Figure 1. Routed metal per tile.
The die is cut into 15 by 15 equal tiles; white is low, dark blue is high, scaled to the fullest tile. Values are wire area over tile area, all layers added.
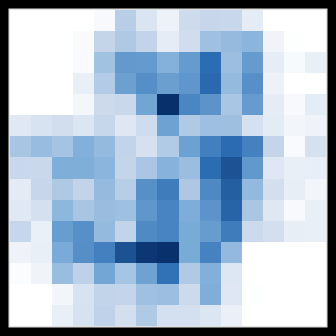
Figure 2. Wiring by layer.
The bar under the picture is 20 um long. Only two layers are drawn.
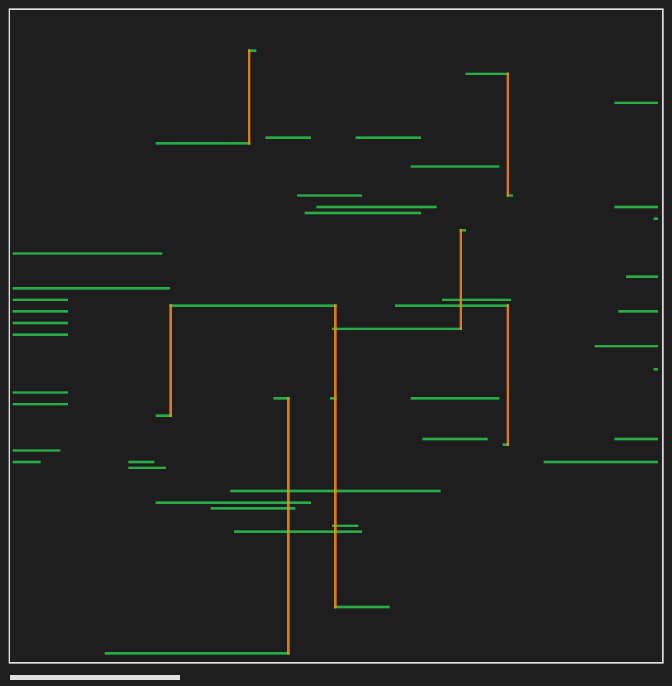
`src/rtl/sram_slave_port.sv`:
```
// sram_slave_port
//   Byte-stream front end for a 16-bit SRAM controller. Incoming write bytes
//   are packed big-endian into a word and issued as one slave_write. Read
//   bytes are served from a 16-bit read fetch, high byte first. The low byte
//   is delivered on the following request without touching the SRAM.
//
//   Optional feature: define SRAM_PORT_TIMEOUT_EN to abandon a request after
//   255 cycles without slave_hint. The abandon is reported on timeout_err.
//
// Ports
//   clk, rst                 clock, synchronous active-high reset
//   wr_byte_valid/wr_byte    write byte stream; wr_byte_ready is backpressure
//   wr_flush                 zero-pad and commit a lone held byte
//   rd_byte_req              request next read byte
//   rd_byte/rd_byte_valid    read byte, one-cycle valid pulse
//   slave_write/slave_read   requests to the controller, held until slave_hint
//   slave_data_to_sram       write word (stable during a write request)
//   slave_data_from_sram     read word, sampled on slave_hint
//   slave_hint               controller completion pulse
//   fifo_i_full/fifo_o_empty controller status, informational only
//   busy                     a request is outstanding
//   timeout_err              request abandoned (timeout build only)
module sram_slave_port (
  input  logic        clk,
  input  logic        rst,
  input  logic        wr_byte_valid,
  input  logic [7:0]  wr_byte,
  output logic        wr_byte_ready,
  input  logic        wr_flush,
  input  logic        rd_byte_req,
  output logic [7:0]  rd_byte,
  output logic        rd_byte_valid,
  output logic        slave_write,
  output logic        slave_read,
  output logic [15:0] slave_data_to_sram,
  input  logic [15:0] slave_data_from_sram,
  input  logic        slave_hint,
  input  logic        fifo_i_full,
  input  logic        fifo_o_empty,
  output logic        busy,
  output logic        timeout_err
);

`ifdef SRAM_PORT_TIMEOUT_EN
  typedef enum logic [1:0] {IDLE, WR_REQ, RD_REQ, WAIT_TO} state_t;
`else
  typedef enum logic [1:0] {IDLE, WR_REQ, RD_REQ} state_t;
`endif

  state_t      state;
  logic [15:0] wbuf;
  logic        hi_held;    // one byte of a word is held in wbuf[15:8]
  logic        word_full;  // wbuf holds a complete word awaiting write
  logic        rd_pend;    // read requested, fetch not yet served
  logic        lo_held;    // low byte of the last fetch awaits delivery
  logic [7:0]  lo_byte;
  logic        cool;       // one extra idle cycle after a hint

  // Status inputs are deliberately not used: requests stay up until the hint.
  logic unused_status;
  assign unused_status = fifo_i_full ^ fifo_o_empty;

  assign wr_byte_ready = !word_full && (state != WR_REQ);
  assign busy          = (state != IDLE);

`ifdef SRAM_PORT_TIMEOUT_EN
  logic [7:0] to_cnt;
`else
  assign timeout_err = 1'b0;
`endif

  always_ff @(posedge clk) begin
    if (rst) begin
      state              <= IDLE;
      wbuf               <= '0;
      hi_held            <= 1'b0;
      word_full          <= 1'b0;
      rd_pend            <= 1'b0;
      lo_held            <= 1'b0;
      lo_byte            <= '0;
      cool               <= 1'b0;
      slave_write        <= 1'b0;
      slave_read         <= 1'b0;
      slave_data_to_sram <= '0;
      rd_byte            <= '0;
      rd_byte_valid      <= 1'b0;
`ifdef SRAM_PORT_TIMEOUT_EN
      to_cnt             <= '0;
      timeout_err        <= 1'b0;
`endif
    end else begin
      rd_byte_valid <= 1'b0;
`ifdef SRAM_PORT_TIMEOUT_EN
      timeout_err   <= 1'b0;
`endif

      // Byte packing. A byte arriving together with a flush completes the
      // word itself, so the flush has nothing left to pad.
      if (wr_byte_valid && wr_byte_ready) begin
        if (!hi_held) begin
          wbuf[15:8] <= wr_byte;
          hi_held    <= 1'b1;
        end else begin
          wbuf[7:0]  <= wr_byte;
          hi_held    <= 1'b0;
          word_full  <= 1'b1;
        end
      end else if (wr_flush && hi_held) begin
        wbuf[7:0] <= 8'h00;
        hi_held   <= 1'b0;
        word_full <= 1'b1;
      end

      // Read requests: serve a buffered low byte directly, else mark pending.
      if (rd_byte_req) begin
        if (lo_held) begin
          rd_byte       <= lo_byte;
          rd_byte_valid <= 1'b1;
          lo_held       <= 1'b0;
        end else if (!rd_pend) begin
          rd_pend <= 1'b1;
        end
      end

      case (state)
        IDLE: begin
          // Hint-to-request spacing: stay one more cycle idle after a hint so
          // a request never reappears on the cycle right after it dropped.
          if (cool) begin
            cool <= 1'b0;
          end else if (word_full) begin
            state              <= WR_REQ;
            slave_write        <= 1'b1;
            slave_data_to_sram <= wbuf;
`ifdef SRAM_PORT_TIMEOUT_EN
            to_cnt             <= '0;
`endif
          end else if (rd_pend) begin
            state      <= RD_REQ;
            slave_read <= 1'b1;
`ifdef SRAM_PORT_TIMEOUT_EN
            to_cnt     <= '0;
`endif
          end
        end
        WR_REQ: begin
          if (slave_hint) begin
            state       <= IDLE;
            slave_write <= 1'b0;
            word_full   <= 1'b0;
            wbuf        <= '0;
            cool        <= 1'b1;
          end
`ifdef SRAM_PORT_TIMEOUT_EN
          else if (to_cnt == 8'd254) begin
            state       <= WAIT_TO;
            slave_write <= 1'b0;
            word_full   <= 1'b0;
            wbuf        <= '0;
            timeout_err <= 1'b1;
          end else begin
            to_cnt <= to_cnt + 8'd1;
          end
`endif
        end
        RD_REQ: begin
          if (slave_hint) begin
            state         <= IDLE;
            slave_read    <= 1'b0;
            rd_byte       <= slave_data_from_sram[15:8];
            rd_byte_valid <= 1'b1;
            lo_byte       <= slave_data_from_sram[7:0];
            lo_held       <= 1'b1;
            rd_pend       <= 1'b0;
            cool          <= 1'b1;
          end
`ifdef SRAM_PORT_TIMEOUT_EN
          else if (to_cnt == 8'd254) begin
            state       <= WAIT_TO;
            slave_read  <= 1'b0;
            rd_pend     <= 1'b0;
            timeout_err <= 1'b1;
          end else begin
            to_cnt <= to_cnt + 8'd1;
          end
`endif
        end
`ifdef SRAM_PORT_TIMEOUT_EN
        WAIT_TO: state <= IDLE;
`endif
        default: state <= IDLE;
      endcase
    end
  end

endmodule

```
`config.mk`:
```
export PLATFORM = sky130hd
export DESIGN_NAME = sram_slave_port
export DESIGN_NICKNAME = d
export VERILOG_FILES = /design/src/rtl/sram_slave_port.sv
export SDC_FILE = /design/constraint.sdc
export NUM_CORES = 1
export LEC_CHECK = 0
export CAP_MARGIN = 20
export CORE_MARGIN = 2
export CORE_UTILIZATION = 43
export DETAILED_ROUTE_END_ITERATION = 8
export GPL_TIMING_DRIVEN = 0
export HOLD_SLACK_MARGIN = 0.02
export PLACE_DENSITY = 0.84
export SLEW_MARGIN = 20
export SYNTH_ARGS = -nofsm -noshare
export SYNTH_HDL_FRONTEND = slang
export SYNTH_SLANG_ARGS = --single-unit
```
`constraint.sdc`:
```
create_clock -name clk -period 4.65 [get_ports clk]
set_clock_uncertainty 0.05 [all_clocks]
set_input_delay 0.465 -clock clk [delete_from_list [all_inputs] [get_ports clk]]
set_output_delay 0.465 -clock clk [all_outputs]
set_load 0.005 [all_outputs]
```
==> CHANGELOG.md <==
### Physical design

- Area leader share: 0.5136
- Die width: 76.51 um
- Pwr top: registers
- # DRC: 0
- Synth warn: 0
- Synth cell types: 35
- Hold Crit Start: slave_data_to_sram[7]
- Cells after DPL: 391
- Fmax: 0.4508 GHz
- Ys cells: 265
- RSZ-0062 raised after global routing: no
- Clk. pwr: 394 uW
- Crit-path cells: inv_1 > ha_1 > buf_2 > inv_1 > clkdlybuf4s50_1
- DRT antenna net count: 0
- Regs by FF count: slave_data_to_sram (16), wbuf (16)
- Gpl congestion: 0.8013
- Startpoint types: flop
- Vias in the first global route: 1990
- RR Startpoint: state[1]
- Synth-to-Final Area Change: 36.19%
- Max Cap Viol: 0
- Layout Cells excl Fill: 407
- Worst setup path startpoint: state[0]
- WP buf/inv: 4
- Worst-Margin Slew: 0.6953 ns
- Worst min path class: reg2reg
- Row Count: 26
- Syn Area/Cell: 8.532 um^2
- Critical path capture point type: primary output
- Setup WS post-layout: 2.432 ns
- Largest net degree at the start of global routing: 12
- Post-synth top area cell: dfxtp_1
- Pre-CTS setup slack: 2.603 ns
- Reg2reg end: wbuf[6]
- Critical path's most frequent cell: inv_1
- Cells after Synth: 265
- Power share of the combinational group: 0.250
- FP Core Util: 0.4455
- Layout cell share with drive strength beyond 1: 0.09199
- Top-count cell post-synth: nand2_1
- Status: complete, no violations
- Net switching power: 407.6 uW
- VDD IR max: 0.2259 mV
- Slowest cell on the critical path: clkdlybuf4s50_1
- Post-CTS Setup Inserts: 0
Back to the opening pictures, Figure 1:
21% of the tiles are over half the peak. 19% of the tiles are nearly empty. The mean over all tiles is 0.15. The fullest tile reaches 0.54. The emptiest ninth of the die: upper left.
Total Routing Usage GR: 0.1955
via count: 2124

Back to the opening pictures, Figure 2:
met3: drawn in green, wire length 378 um. met4: drawn in orange, wire length 131 um.
Routed WL: 5513 um
drt wl/cell: 13.55 um

-- layer usage --
| metal | wire, um | share of wire | track usage |
|---|---|---|---|
| met3 | 377 | 0.068 | 0.05095 |
| met4 | 131 | 0.024 | 0.1036 |
| met2 | 2660 | 0.48 | 0.3133 |
| met1 | 2343 | 0.42 | 0.2409 |
| met5 | 0 | 0 | 0 |
-- logic make-up after synthesis --
| kind of cell | after synthesis | synth area share |
|---|---|---|
| and+or+nand+nor | 112 | 0.2225 |
| AOI/OAI and AO/OA | 65 | 0.1837 |
| DFF | 58 | 0.5136 |
| buffers and inverters | 25 | 0.05755 |
| adders and majority gates | 3 | 0.01660 |
| muxes | 1 | 0.004427 |
| other | 1 | 0.001659 |
-- layout make-up --
class | instances | area, um^2
Sequential cell | 58 | 1161
Timing Repair Buffer | 56 | 560.5
Tap cell | 70 | 87.58
Fill cell | 448 | 1996
Inverter | 6 | 22.52
Multi-Input combinational cell | 182 | 969.7
Buffer | 19 | 107.6
Clock inverter | 7 | 46.29
Clock buffer | 9 | 123.9
-- placed cells by master, fill, tap and decap left out, types with 2 or more instances in the layout --
| cell type | synthesis | routed |
|---|---|---|
| a21oi_1 | 40 | 40 |
| a311oi_1 | 7 | 7 |
| a32o_1 | 9 | 9 |
| buf_2 | 5 | 5 |
| buf_4 | 2 | 2 |
| buf_6 | 3 | 3 |
| clkbuf_1 | 9 | 9 |
| clkbuf_8 | 0 | 9 |
| clkdlybuf4s50_1 | 0 | 56 |
| clkinv_2 | 0 | 3 |
| clkinvlp_4 | 0 | 3 |
| dfxtp_1 | 58 | 58 |
| ha_1 | 3 | 3 |
| inv_1 | 6 | 6 |
| nand2_1 | 81 | 81 |
| nand2b_1 | 3 | 3 |
| nand3_1 | 7 | 7 |
| nor2_1 | 10 | 10 |
| o21ai_0 | 2 | 2 |
Power is estimated from default activity; no workload was simulated.
